$ cat src/rtl/mips_immediate_pkg.sv
// Shared encodings for immediate extend/shift control.
// Used by decode-side control generation and mips_immediate_stage.
package mips_immediate_pkg;

  typedef enum logic {
    EXT_SIGNED   = 1'b0,
    EXT_UNSIGNED = 1'b1
  } extend_e;

  typedef enum logic [1:0] {
    SHIFT_NONE      = 2'd0,
    SHIFT_LEFT_HALF = 2'd1,
    SHIFT_LEFT2     = 2'd2,
    SHIFT_RELATIVE  = 2'd3
  } shift_e;

  typedef struct packed {
    extend_e extend;
    shift_e  shift;
  } imm_ctrl_t;

  typedef enum logic [1:0] {
    ST_EMPTY = 2'd0,
    ST_ONE   = 2'd1,
    ST_TWO   = 2'd2
  } stage_state_e;

endpackage

$ cat src/rtl/mips_immediate_compute.sv
// Combinational immediate operand generator.
// Ports: imm, ctrl {extend, shift}, pc in; value out.
module mips_immediate_compute
  import mips_immediate_pkg::*;
#(
  parameter int DATA_WIDTH = 32,
  parameter int IMM_WIDTH  = 16
) (
  input  logic [IMM_WIDTH-1:0]  imm,
  input  imm_ctrl_t             ctrl,
  input  logic [DATA_WIDTH-1:0] pc,
  output logic [DATA_WIDTH-1:0] value
);

  localparam int PadW = DATA_WIDTH - IMM_WIDTH;

  logic [DATA_WIDTH-1:0] zext;
  logic [DATA_WIDTH-1:0] sext;
  logic [DATA_WIDTH-1:0] ext_val;
  logic [DATA_WIDTH-1:0] word_off;

  assign zext = {{PadW{1'b0}}, imm};
  assign sext = {{PadW{imm[IMM_WIDTH-1]}}, imm};

  always_comb begin
    ext_val  = (ctrl.extend == EXT_UNSIGNED)
             ? zext : sext;
    word_off = ext_val << 2;
    value    = ext_val;
    unique case (ctrl.shift)
      SHIFT_NONE:      value = ext_val;
      // upper-half load ignores extend
      SHIFT_LEFT_HALF: value = zext << IMM_WIDTH;
      SHIFT_LEFT2:     value = word_off;
      SHIFT_RELATIVE:  value = pc
                             + DATA_WIDTH'(4)
                             + word_off;
    endcase
  end

endmodule

$ cat src/rtl/mips_immediate_stage.sv
// Pipelined immediate stage with output + skid register.
// Ports: clock/reset/flush, in_* valid/ready, out_* valid/ready.
module mips_immediate_stage
  import mips_immediate_pkg::*;
#(
  parameter int DATA_WIDTH = 32,
  parameter int IMM_WIDTH  = 16,
  parameter int TAG_WIDTH  = 5
) (
  input  logic                  clock,
  input  logic                  reset,
  input  logic                  flush,
  input  logic                  in_valid,
  output logic                  in_ready,
  input  logic [IMM_WIDTH-1:0]  in_imm,
  input  logic                  in_extend,
  input  logic [1:0]            in_shift,
  input  logic [DATA_WIDTH-1:0] in_pc,
  input  logic [TAG_WIDTH-1:0]  in_tag,
  output logic                  out_valid,
  input  logic                  out_ready,
  output logic [DATA_WIDTH-1:0] out_value,
  output logic [TAG_WIDTH-1:0]  out_tag
);

  imm_ctrl_t             ctrl;
  logic [DATA_WIDTH-1:0] new_value;

  assign ctrl = '{extend: extend_e'(in_extend),
                  shift:  shift_e'(in_shift)};

  mips_immediate_compute #(
    .DATA_WIDTH (DATA_WIDTH),
    .IMM_WIDTH  (IMM_WIDTH)
  ) u_compute (
    .imm   (in_imm),
    .ctrl  (ctrl),
    .pc    (in_pc),
    .value (new_value)
  );

  stage_state_e          state_q, state_d;
  logic                  in_ready_q, in_ready_d;
  logic [DATA_WIDTH-1:0] o_value_q, o_value_d;
  logic [TAG_WIDTH-1:0]  o_tag_q, o_tag_d;
  logic [DATA_WIDTH-1:0] s_value_q, s_value_d;
  logic [TAG_WIDTH-1:0]  s_tag_q, s_tag_d;
  logic                  accept;
  logic                  drain;

  assign out_valid = (state_q != ST_EMPTY);
  assign out_value = o_value_q;
  assign out_tag   = o_tag_q;
  assign in_ready  = in_ready_q;
  assign accept    = in_valid && in_ready_q;
  assign drain     = out_valid && out_ready;

  always_comb begin
    state_d   = state_q;
    o_value_d = o_value_q;
    o_tag_d   = o_tag_q;
    s_value_d = s_value_q;
    s_tag_d   = s_tag_q;
    unique case (state_q)
      ST_EMPTY: begin
        if (accept) begin
          o_value_d = new_value;
          o_tag_d   = in_tag;
          state_d   = ST_ONE;
        end
      end
      ST_ONE: begin
        if (accept && drain) begin
          o_value_d = new_value;
          o_tag_d   = in_tag;
        end else if (accept) begin
          s_value_d = new_value;
          s_tag_d   = in_tag;
          state_d   = ST_TWO;
        end else if (drain) begin
          state_d = ST_EMPTY;
        end
      end
      ST_TWO: begin
        // in_ready is low here, so only a drain moves us
        if (drain) begin
          o_value_d = s_value_q;
          o_tag_d   = s_tag_q;
          state_d   = ST_ONE;
        end
      end
      default: state_d = ST_EMPTY;
    endcase
    if (flush) state_d = ST_EMPTY;
    in_ready_d = (state_d != ST_TWO);
  end

  always_ff @(posedge clock) begin
    if (reset) begin
      state_q    <= ST_EMPTY;
      in_ready_q <= 1'b1;
      o_value_q  <= '0;
      o_tag_q    <= '0;
      s_value_q  <= '0;
      s_tag_q    <= '0;
    end else begin
      state_q    <= state_d;
      in_ready_q <= in_ready_d;
      o_value_q  <= o_value_d;
      o_tag_q    <= o_tag_d;
      s_value_q  <= s_value_d;
      s_tag_q    <= s_tag_d;
    end
  end

endmodule
$ cat config.mk
export PLATFORM = sky130hd
export DESIGN_NAME = mips_immediate_stage
export DESIGN_NICKNAME = d
export VERILOG_FILES = /design/src/rtl/mips_immediate_pkg.sv /design/src/rtl/mips_immediate_compute.sv /design/src/rtl/mips_immediate_stage.sv
export SDC_FILE = /design/constraint.sdc
export NUM_CORES = 1
export LEC_CHECK = 0
export CAP_MARGIN = 20
export CORE_MARGIN = 3
export CORE_UTILIZATION = 60
export CTS_BUF_LIST = sky130_fd_sc_hd__clkbuf_8
export CTS_CLUSTER_DIAMETER = 120
export DETAILED_ROUTE_END_ITERATION = 8
export PLACE_DENSITY = 0.95
export SLEW_MARGIN = 30
export SYNTH_ARGS = -nofsm -noshare
export SYNTH_HDL_FRONTEND = slang
export SYNTH_SLANG_ARGS = --single-unit
export TNS_END_PERCENT = 10
$ cat constraint.sdc
create_clock -name clock -period 8.8 [get_ports clock]
set_clock_uncertainty 0.05 [all_clocks]
set_input_delay 2.2 -clock clock [delete_from_list [all_inputs] [get_ports clock]]
set_output_delay 2.2 -clock clock [all_outputs]
set_load 0.005 [all_outputs]
==> run_1/placed.png <==
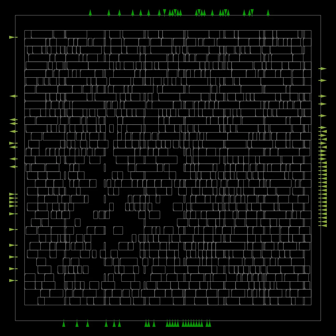
Util after Layout: 0.759
Flops: 77

==> run_1/util_map.png <==
Drawn at 4 px/µm. 11 x 11 tiles, from dark blue (low) to red (high), 0 to 100% covered.
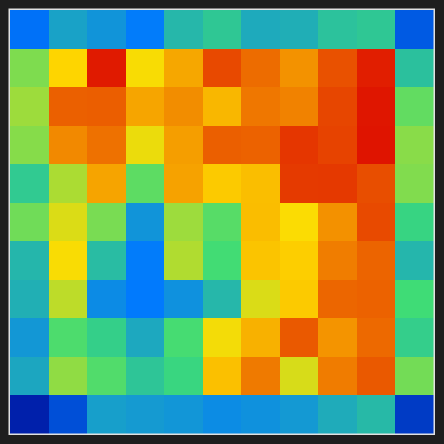
fullest tile: 98%
emptiest ninth of the die: lower left
tiles over 75% full: 41%
mean over tiles: 63%

==> run_1/port_trees.png <==
Drawn at 2 px/µm.
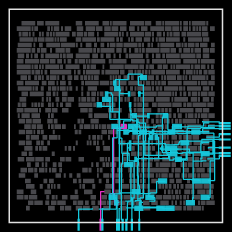
[magenta] `in_extend` | bits: 1 | direction: input | edge: bottom | end cells: 3 | buffers: 1 | wire: 66.0 µm
[cyan] `in_imm` | bits: 16 | direction: input | edge: 8 right, 8 bottom | end cells: 51 | buffers: 16 | wire: 1310 µm

==> run_1/class_map.png <==
Drawn at 4 px/µm.
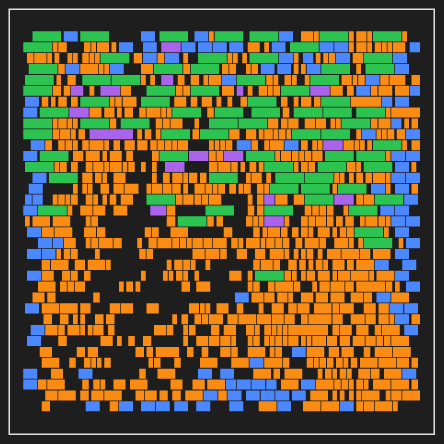
[purple] clock drivers and dummy loads | cells: 16
[blue] remaining buffers and delay cells | cells: 108
[green] sequential cells | cells: 77
[orange] remaining logic cells | cells: 674

==> flow_summary.toml, run 1 <==
# physical design summary
[floorplanning]
die-width_um = 106
initial_core_util = 0.633
die_h_um = 106
core_area_um2 = 9460
io_pins = 100
placementRows = 35

[finish]
nets = 978
n_antenna_cell = 0

[routing]
dr_wl_met3_um = 2010
drc = 0
dr.first_iter.drc_count = 779
vias = 6686
wl_met1_um = 8190
vias_per_cell = 6.66
routed_wl_um = 20700
drtPass1Iterations = 6
final_antenna_net_count = 0
dr.max_layer_used = "met4"

[timing]
tns_ps = 0
finalMaxSlewViolations = 0
slew_headroom = 0.458
finalHoldViolations = 0
rsz0062_at_grt = "false"
max_freq_ghz = 0.186
finalCritPeriodShare = 0.610
fin_crit_ps = 5370

[power]
p_leak_nw = 2.85
ir_worst_vdd_v = 0.000139

[hold_path]
hp-start = "out_value[2]"
holdPathEnd = "out_value[2]"
min_path_type = "reg2reg"

[clock_tree]
clk_pin_slew_ps = 80
tritoncts = "done"
cts_max_path_buffers = 2
cts_resized = 0
clockRootBuffer = "clkbuf_8"
cts_max_level = 3
cts.sinks = 77
numCtsBuffers = 9
cts_setup_buffers = 0

[global_routing]
grt_pass1_wl_um = 33100
antenna_found_initial = 0
grt_pass1_vias = 6447
grt-ovfl-total = 0

[yosys]
syn_nets = 915
ys_async_sr_fraction = 0
yosys-top-cells-area = "dfxtp_1, ha_1, a21oi_1"
ys_area_um2 = 5990
numSynthFlops = 77
most_common_cell = "nand2_1"
ys_cells = 807
synthTopCellsByCount = "nand2_1, a21oi_1, nor2_1, dfxtp_1, ha_1"
netlist_area_um2 = 5990
top_area_cell = "dfxtp_1"
edf_count = 0
ys.flop_type = "dfxtp_1"

[worst_setup_path]
cp_slowest_cell = "a211oi_1"
ff2ff_path_depth = 8
r2r_end = "out_value[28]"
critPathMaxStageDelay_ps = 610
cp_max_fo = 18
critPathCaptureType = "register"

[run]
max-cap-violations = 0

[place]
dp_hpwl_um = 15100

[outcome]
run_status = "completed"
## run 1: cell families after synthesis
logic type / after synthesis / synth area share
muxes: 15 / 0.0251
xor gates and xnor gates: 32 / 0.0468
AOI/OAI and AO/OA: 269 / 0.291
DFF: 77 / 0.258
adders and majority gates: 47 / 0.0995
buffers and inverters: 74 / 0.0531
and+or+nand+nor: 293 / 0.227
## run 1: power by group
part	internal (mW)	total, mW	switching, mW
clock network	0.141	0.280	0.139
registers	0.368	0.380	0.0125
logic	0.151	0.372	0.221
## run 1: placed cells by master (no fill, tap or decap), drive strengths merged, types with 4 or more instances in the layout
cell type	n
nand2	107
a21oi	98
clkdlybuf4s50	98
nor2	87
dfxtp	77
o21ai	57
ha	46
nor3	24
a211oi	19
xnor2	17
inv	17
nand3	16
xor2	15
mux2i	15
and2	15
o211ai	10
clkbuf	10
nor4	10
buf	10
a21o	8
a22oi	7
a31oi	7
a311oi	6
nand4	6
o22ai	6
o31ai	6
a2111oi	6
nand2b	5
and3	5
clkinv	5
and4	4
o21a	4
o21bai	4
a21boi	4
nor2b	4
## run 1: worst max-delay path, delay by kind of cell
kind            cells  cell delay [ps]
compound gates      5             1540
buf+inv             3             1010
simple gates        3              400
fa+ha+maj           1              350
## run 1: per-stage QoR
step           hold WS [ps]  cells  cell area [µm²]  total power, mW
2_1_floorplan           367    807             5990            0.612
3_3_place_gp            381    988             6970            0.738
3_5_place_dp            393    988             6970            0.746
4_1_cts                 411   1004             7180             1.02
5_1_grt                 429   1004             7180             1.08
6_report                407   1004             7180             1.03
## run 1: metal layers
layer	track usage	vias up
met1	0.460	3026
met4	0.202	0
met5	0	-
met2	0.591	475
li1	-	3064
met3	0.0735	121
## run 1: flip-flops by register name (all words and copies together) (netlist names)
| name | cells |
|---|---|
| s_value_q | 32 |
| state_q | 2 |
| s_tag_q | 5 |
| out_tag | 5 |
| out_value | 32 |
| in_ready | 1 |
## run 1: worst max-delay path by stage
stage,from,end
after floorplan,in_extend,out_value[29]
after global placement,in_extend,out_value[29]
after detailed placement,in_extend,out_value[27]
after CTS,in_extend,out_value[29]
after global routing,in_imm[15],out_value[28]
final,in_extend,out_value[27]
## run 1: final cells by class
type,count,area [µm²],area share
clock buffer,10,138,0.0192
inverter,18,67.6,0.00941
clock inverter,6,71.3,0.00993
tap,129,161,0.0225
multi-input combinational,656,4150,0.578
sequential,77,1540,0.215
timing repair buffer,108,1050,0.147
==> run_1/m1.png <==
Drawn at 4 px/µm. Supply wires on this layer in gray.
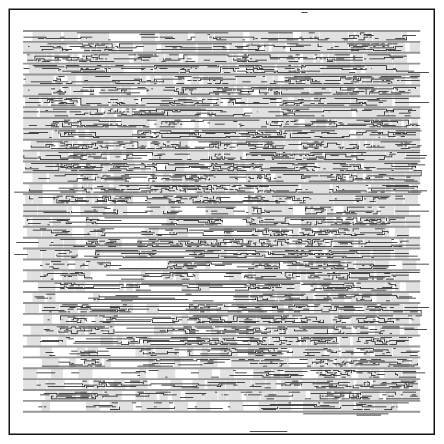

==> run 1 -> run 2 <==
--- a/config.mk
+++ b/config.mk
@@ -7,11 +7,11 @@
 export LEC_CHECK = 0
 export CAP_MARGIN = 20
 export CORE_MARGIN = 3
-export CORE_UTILIZATION = 60
+export CORE_UTILIZATION = 50
 export CTS_BUF_LIST = sky130_fd_sc_hd__clkbuf_8
 export CTS_CLUSTER_DIAMETER = 120
 export DETAILED_ROUTE_END_ITERATION = 8
-export PLACE_DENSITY = 0.95
+export PLACE_DENSITY = 0.91
 export SLEW_MARGIN = 30
 export SYNTH_ARGS = -nofsm -noshare
 export SYNTH_HDL_FRONTEND = slang
==> constraint.sdc (replaced) <==
create_clock -name clock -period 4.5 [get_ports clock]
set_clock_uncertainty 0.05 [all_clocks]
set_input_delay 1.125 -clock clock [delete_from_list [all_inputs] [get_ports clock]]
set_output_delay 1.125 -clock clock [all_outputs]
set_load 0.005 [all_outputs]
==> run_2/m1.png <==
Drawn at 4 px/µm. Supply wires on this layer in gray.
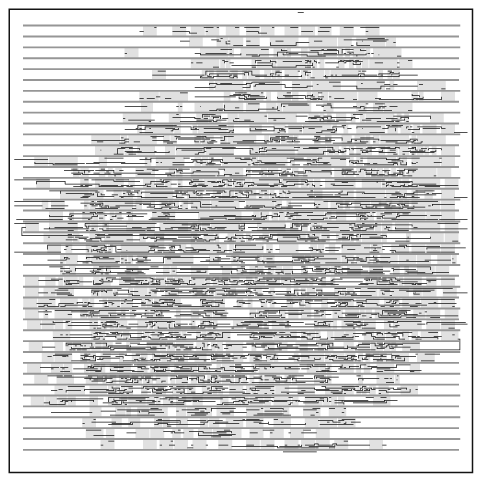
share of all routed wire: 41%
wire length on this layer: 7630 µm
nets with wire on the layer: 914
main direction: horizontal
longest straight run: 42.3 µm

==> run_2/class_map.png <==
Drawn at 3 px/µm.
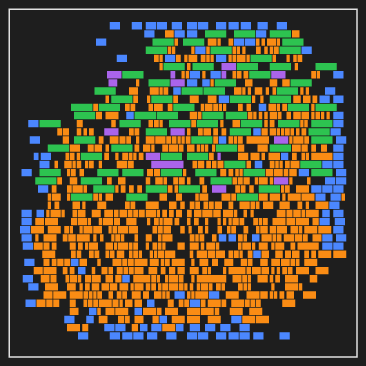
[purple] clock drivers and dummy loads | cells: 15
[green] sequential cells | cells: 77
[blue] remaining buffers and delay cells | cells: 123
[orange] remaining logic cells | cells: 674

==> flow_summary.toml, run 2 <==
# physical design summary
[timing]
finalMaxSlewViolations = 0
tns_ps = 0
finalCritPeriodShare = 0.919
setup_violations = 0
rsz0062_at_grt = "false"
tightest_slew_ps = 878
max_freq_ghz = 0.242
slew_headroom = 0.412
fin_crit_ps = 4140
finalHoldViolations = 0

[routing]
drc = 0
vias = 6494
vias_per_cell = 6.29
drtPass1Iterations = 6
dr.first_iter.drc_count = 897
final_antenna_net_count = 0
wl_per_cell_um = 18.0
routed_wl_um = 18600

[worst_setup_path]
start_kind = "primary input"
r2r_end = "out_value[29]"
cp.arrival_ps = 4340
rr_startpoint = "state_q[0]"
critPathCaptureType = "register"
crit_end = "out_value[29]"
cp_cell_sequence = "clkdlybuf4s50_1 -> nand2b_1 -> inv_2 -> and2_1 -> ha_1 -> a21oi_1 -> o21ai_0 -> a211oi_1 -> o2bb2ai_1 -> a41oi_1 -> mux2i_1 -> nand2_1"
ff2ff_path_depth = 7
critPathMaxStageDelay_ps = 500
cp_slowest_cell = "clkdlybuf4s50_1"
cp.required_ps = 4700
cp_max_fo = 16
r2r_slack_ps = 2020
cp-startpoint = "in_extend"
path_class = "in2reg"

[clock_tree]
cts.sinks = 77
clk_pin_slew_ps = 80
cts_max_path_buffers = 2
numCtsBuffers = 9
cts_setup_buffers = 0
clockRootBuffer = "clkbuf_8"
postCtsHoldBufs = 0
cts_resized = 0
cts_max_level = 3
insertion_delay_ps = 350
tritoncts = "done"

[finish]
final_cell_mix = "nand2_1, a21oi_1, clkdlybuf4s50_1"
drive_gt1_frac = 0.0709
fin_cells = 1032
lay_top_count = "nand2_1"
syn_to_final_growth_pct = 21.8
nets = 993
n_antenna_cell = 0

[yosys]
syn_nets = 915
ys_warn_count = 0
ys_seq_share = 0.258
ys_area_um2 = 5990
netlist_area_um2 = 5990
most_common_cell = "nand2_1"
netlist_instances = 807
synth_cell_types = 77
numSynthFlops = 77
ys_async_sr_fraction = 0
top_area_cell = "dfxtp_1"
top_cell_area_share = 0.258
syn_area_per_cell_um2 = 7.42
edf_count = 0
yosys-top-cells-area = "dfxtp_1, ha_1, a21oi_1"
ys.flop_type = "dfxtp_1"
synthTopCellsByCount = "nand2_1, a21oi_1, nor2_1, dfxtp_1, ha_1"
ys_cells = 807

[outcome]
run_status = "completed"

[floorplanning]
chipArea_um2 = 13300
initial_core_util = 0.518
placementRows = 39
io_pins = 100
core_area_um2 = 11600
die-width_um = 115
die_h_um = 115

[global_routing]
grt_max_degree = 42
antenna_found_initial = 0
grt_pass1_wl_um = 29700
grt-ovfl-total = 0
grt_pass1_vias = 5985
track_usage = 0.275

[place]
io_buffers = 99
dp.cells = 1017
dp_hpwl_um = 14000
gp_congestion = 1.01

[hold_path]
min_path_type = "reg2reg"
hp-start = "out_value[7]"

[power]
ir_worst_vdd_v = 0.000140
p_leak_nw = 2.92
power_density_nw_per_um2 = 271

[run]
warnings = 26
max-cap-violations = 0
-- run 2: worst min-delay path by stage --
stage	to	slack [ps]	cells after the start
after floorplan	s_value_q[18]	370	2
after global placement	s_value_q[19]	380	2
after detailed placement	s_value_q[16]	390	2
final	out_value[7]	400	2
after CTS	out_value[7]	410	2
after global routing	s_tag_q[4]	430	2
-- run 2: kinds of logic after synthesis --
family	count (synthesis)	synth area share
AND-OR/OR-AND	269	0.291
flip-flops	77	0.258
XOR/XNOR	32	0.0468
adder cells (fa/ha/maj)	47	0.0995
buffers and inverters	74	0.0531
multiplexers	15	0.0251
AND/OR/NAND/NOR	293	0.227
-- run 2: worst max-delay path: cells and delay by family --
kind / cells / cell delay (ps)
buffers and inverters: 2 / 700
multiplexers: 1 / 240
AND-OR/OR-AND: 5 / 1370
AND/OR/NAND/NOR: 3 / 570
adder cells (fa/ha/maj): 1 / 340
-- run 2: final cells by class --
| class | count | area (µm²) |
|---|---|---|
| tap | 143 | 179 |
| inverter | 18 | 67.6 |
| sequential | 77 | 1540 |
| clock buffer | 10 | 138 |
| multi-input combinational | 656 | 4150 |
| timing repair buffer | 123 | 1170 |
| fill | 1009 | 4270 |
| clock inverter | 5 | 52.6 |
-- run 2: layer usage --
metal | track usage | up-vias | part of all wire
met5 | 0 | - | 0
met1 | 0.360 | 2970 | 0.41
li1 | - | 3084 | -
met3 | 0.0512 | 66 | 0.091
met4 | 0.110 | 0 | 0.042
met2 | 0.446 | 374 | 0.46
-- run 2: metrics by stage --
stage	hold slack [ps]	utilization	area (µm²)	power (mW)	setup slack, ps
finish	402	0.630	7290	1.98	363
global route	428	0.630	7290	2.08	159
CTS	405	0.630	7290	1.97	480
detailed placement	392	0.614	7100	1.46	127
global placement	380	0.614	7100	1.45	163
floorplan	367	-	5990	1.20	753
-- run 2: power by group --
part	switching (mW)	total, mW	internal, mW
Clock	0.248	0.513	0.265
Sequential	0.0242	0.743	0.719
Combinational	0.413	0.721	0.308
==> run_2/port_trees.png <==
Drawn at 2 px/µm.
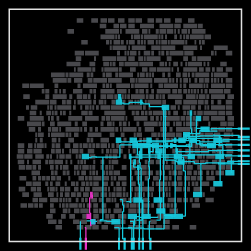

==> run 2 -> run 3 <==
--- a/config.mk
+++ b/config.mk
@@ -11,7 +11,7 @@
 export CTS_BUF_LIST = sky130_fd_sc_hd__clkbuf_8
 export CTS_CLUSTER_DIAMETER = 120
 export DETAILED_ROUTE_END_ITERATION = 8
-export PLACE_DENSITY = 0.91
+export PLACE_DENSITY = 0.79
 export SLEW_MARGIN = 30
 export SYNTH_ARGS = -nofsm -noshare
 export SYNTH_HDL_FRONTEND = slang
==> run_3/port_trees.png <==
Drawn at 2 px/µm.
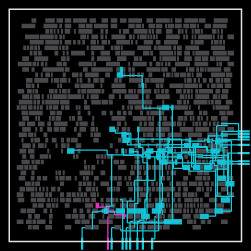
io pins: 100
I/O Buffers: 99

==> flow_summary.toml, run 3 <==
# physical design summary
[outcome]
run_status = "completed"

[timing]
tightest_slew_ps = 752
rsz0062_at_grt = "false"
finalMaxSlewViolations = 0
finalCritPeriodShare = 0.888
finalHoldViolations = 0
setup_violations = 0
setup_ws_ps = 502
tns_ps = 0
slew_headroom = 0.498
fin_crit_ps = 4000
max_freq_ghz = 0.250

[power]
power_density_nw_per_um2 = 282
ir_worst_vdd_v = 0.000227
design_power_total_mw = 2.08
p_leak_nw = 2.97

[worst_setup_path]
ff2ff_path_depth = 7
cp.arrival_ps = 4190
cp_slowest_cell = "clkdlybuf4s50_1"
rr_startpoint = "state_q[0]"
critPathCaptureType = "register"
critPathMaxStageDelay_ps = 500
r2r_slack_ps = 2140
cp_cell_sequence = "clkdlybuf4s50_1 -> ha_1 -> ha_1 -> inv_1 -> fa_1 -> and2b_1 -> o211ai_1 -> a22oi_2 -> a41oi_2 -> xnor2_1 -> a2111oi_1 -> nor4_1"
cp.required_ps = 4690
cp_common_cell = "ha_1"
start_kind = "primary input"
path_class = "in2reg"
cp_max_fo = 4
r2r_end = "out_value[29]"

[global_routing]
grt-ovfl-total = 0
track_usage = 0.311
grt_pass1_vias = 6161
grt_pass1_wl_um = 32600
antenna_found_initial = 0
grt_max_degree = 42

[finish]
syn_to_final_growth_pct = 23.5
lay_top_count = "nand2_1"
drive_gt1_frac = 0.0803
final_cell_mix = "nand2_1, a21oi_1, clkdlybuf4s50_1"
fin_cells = 1040
fill_cells = 1031
nets = 1000
n_antenna_cell = 0
fin_area_um2 = 7390

[clock_tree]
cts_setup_buffers = 0
clockRootBuffer = "clkbuf_8"
numCtsBuffers = 9
insertion_delay_ps = 360
postCtsHoldBufs = 0
clk_pin_slew_ps = 80
cts_max_path_buffers = 2
cts.sinks = 77
cts_resized = 0
tritoncts = "done"
cts_max_level = 3

[routing]
final_antenna_net_count = 0
routed_wl_um = 20700
vias_per_cell = 6.21
wl_per_cell_um = 19.9
drc = 0
vias = 6460
dr.first_iter.drc_count = 603
drtPass1Iterations = 5

[yosys]
syn_nets = 915
ys_area_um2 = 5990
numSynthFlops = 77
edf_count = 0
synthTopCellsByCount = "nand2_1, a21oi_1, nor2_1, dfxtp_1, ha_1"
yosys-top-cells-area = "dfxtp_1, ha_1, a21oi_1"
ys_async_sr_fraction = 0
top_area_cell = "dfxtp_1"
ys.flop_type = "dfxtp_1"
synth_cell_types = 77
netlist_area_um2 = 5990
ys_seq_share = 0.258
most_common_cell = "nand2_1"
top_cell_area_share = 0.258
syn_area_per_cell_um2 = 7.42
ys_cells = 807
ys_warn_count = 0
netlist_instances = 807

[hold_path]
hold_depth = 2
min_path_type = "reg2reg"
hp-start = "s_tag_q[4]"
holdPathEnd = "s_tag_q[4]"

[floorplanning]
initial_core_util = 0.518
die_h_um = 115
die-width_um = 115
chipArea_um2 = 13300
placementRows = 39
core_area_um2 = 11600

[place]
dp_hpwl_um = 15900
place_area_um2 = 7170
dp.cells = 1024
post-place-ws_ps = 206
gp_congestion = 0.951

[run]
max-cap-violations = 0
warnings = 26
==> run_3/class_map.png <==
Drawn at 3 px/µm.
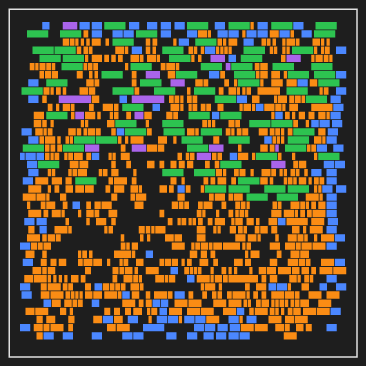
[purple] clock drivers and dummy loads | cells: 16
[blue] remaining buffers and delay cells | cells: 130
[green] sequential cells | cells: 77
[orange] remaining logic cells | cells: 674

[run 3: power breakdown]
part	internal [mW]	switching, mW	total, mW
sequential	0.719	0.0243	0.743
clock	0.328	0.268	0.596
combinational	0.316	0.427	0.743
total	1.36	0.719	2.08
[run 3: layer usage]
metal / share of wire / GRT usage / vias to the layer above / wire [µm]
li1: - / - / 3105 / -
met1: 0.42 / 0.406 / 3045 / 8760
met2: 0.47 / 0.523 / 266 / 9830
met3: 0.073 / 0.0616 / 44 / 1520
met4: 0.030 / 0.0884 / 0 / 624
met5: 0 / 0 / - / 0
[run 3: logic make-up (layout without fill, tap and decap cells)]
| kind of cell | Yosys count | after routing | synth area share |
|---|---|---|---|
| XOR/XNOR | 32 | 32 | 0.0468 |
| flip-flops | 77 | 77 | 0.258 |
| adder cells (fa/ha/maj) | 47 | 47 | 0.0995 |
| buffers and inverters | 74 | 164 | 0.0531 |
| multiplexers | 15 | 15 | 0.0251 |
| AND-OR/OR-AND | 269 | 269 | 0.291 |
| AND/OR/NAND/NOR | 293 | 293 | 0.227 |
[run 3: worst max-delay path, delay by kind of cell]
family	cells	cell delay, ps
compound gates	4	1100
buf+inv	2	560
fa+ha+maj	3	870
simple gates	2	360
xor+xnor	1	170
[run 3: worst max path at each step]
stage	depth (start not counted)	startpoint	to
6_report	12	in_imm[1]	out_value[15]
4_1_cts	12	in_imm[1]	out_value[15]
2_1_floorplan	13	in_extend	out_value[29]
3_5_place_dp	14	in_imm[0]	out_value[15]
5_1_grt	14	in_imm[0]	out_value[15]
3_3_place_gp	9	in_imm[10]	out_value[17]
[run 3: per-stage QoR]
stage                util  hold WS, ps
finish              0.639          411
global route        0.639          431
CTS                 0.639          410
detailed placement  0.620          395
global placement    0.620          384
floorplan               -          367
[run 3: layout make-up]
| class | instances | area, µm² | share of cell area |
|---|---|---|---|
| well taps | 143 | 179 | 0.0242 |
| inverters | 18 | 67.6 | 0.00914 |
| repair buffers | 130 | 1230 | 0.167 |
| clock inverters | 6 | 86.3 | 0.0117 |
| clock buffers | 10 | 138 | 0.0186 |
| multi-input cells | 656 | 4150 | 0.561 |
| flip-flops and latches | 77 | 1540 | 0.209 |
Power is estimated from default activity; no workload was simulated.
